### I/O nets highlighted

Bar = 50 um.
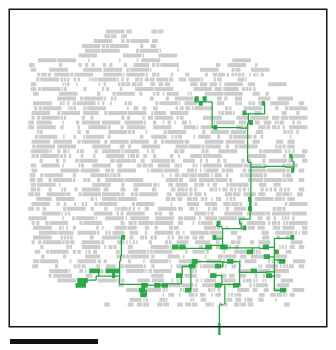
### Sequential cells grouped by signal name

Other sequential cells in the stronger gray, the rest of the logic in the fainter gray.
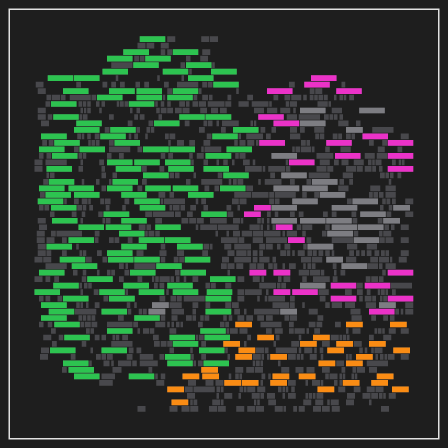
==> config.mk <==
export PLATFORM = sky130hd
export DESIGN_NAME = bneuron_seq_layer
export DESIGN_NICKNAME = d
export VERILOG_FILES = /design/src/rtl/bneuron_seq_layer.sv
export SDC_FILE = /design/constraint.sdc
export NUM_CORES = 1
export LEC_CHECK = 0
export ABC_CLOCK_PERIOD_IN_PS = 12200
export CORE_MARGIN = 10
export CORE_UTILIZATION = 45
export DETAILED_ROUTE_END_ITERATION = 6
export PLACE_DENSITY = 0.62
export SLEW_MARGIN = 20
export SYNTH_ARGS = -nofsm -noshare
export SYNTH_HDL_FRONTEND = slang
export SYNTH_SLANG_ARGS = --single-unit
==> constraint.sdc <==
create_clock -name clk -period 12.2 [get_ports clk]
set_input_delay 2.44 -clock clk [delete_from_list [all_inputs] [get_ports clk]]
set_output_delay 2.44 -clock clk [all_outputs]
set_load 0.005 [all_outputs]
==> flow_summary.yaml <==
# flow metrics
synth:
  synthesis.area_mm2: 0.0114
  netlist_top_cells_count: "edfxtp_1 (173), and2_1 (159), nand2_1 (100), a21oi_1 (81), ha_1 (52)"
  synth-xor-area-share_pct: 3.52
  syn_area_per_cell_um2: 11.1
  yosys-stat-cells: 1033
  synth_seq_share_pct: 53.6
  ys_ff: 220
die:
  fp-row-count: 58
  fp.dieW_um: 180
critical_path:
  worst-path-max-fanout: 57
  end_kind: "flip-flop"
  crit_type: "reg -> reg"
  crit_arrival_ns: 7.04
  start_kind: "flip-flop"
  slowest_stage: "nor2b_1"
  cp.depth: 22
drt:
  wl_met2_um: 13200
  drc: 0
  wl_met3_um: 1260
timing:
  hold_viol_final: 0
  setup_viol: 0
  finalCritPeriodShare_pct: 54.1
global_route:
  grt_use_total_pct: 16.7
  busiest_layer: "met2"
  grt-ovfl-total: 0
  grt_pass1_vias: 7673
  met1_usage_pct: 22.2
  grt_max_degree: 58
hold_path:
  hold_path.class: "reg -> reg"
  min_path_cells: 2
final_layout:
  drive_gt1_share_pct: 5.59
  fin_nets: 1239
  clkbuf_count: 37
  diodes: 0
  final_area_mm2: 0.0134
clock_network:
  cts_buffer_depth: 3
  cts_max_level: 1
  cts_resized: 0
  cts_buffers: 25
status:
  outcome: "finished clean"
power_and_ir_drop:
  comb_power_share_pct: 31.0
  leakagePower_uw: 0.00544
placed_design:
  dpl_worst_slack_ns: 5.67
-- 'I/O nets highlighted' (at the start) --
Key: green = rst_n [bits 1, direction input, edge south, end cells 48, buffers 2, wire 580 um]
Ports: 84
IO buf count: 83

-- 'Sequential cells grouped by signal name' (at the start) --
Key: orange = x_sh [flops 32]; magenta = acc [flops 28]; green = w_reg [flops 128]
Another 32 sequential cells are not colored.
Seq/total area: 45.9%
Sequential cell area: 0.00614 mm^2
Core Util, Final: 53.3%
power in sequential cells: 894 uW

Power is estimated from default activity; no workload was simulated.
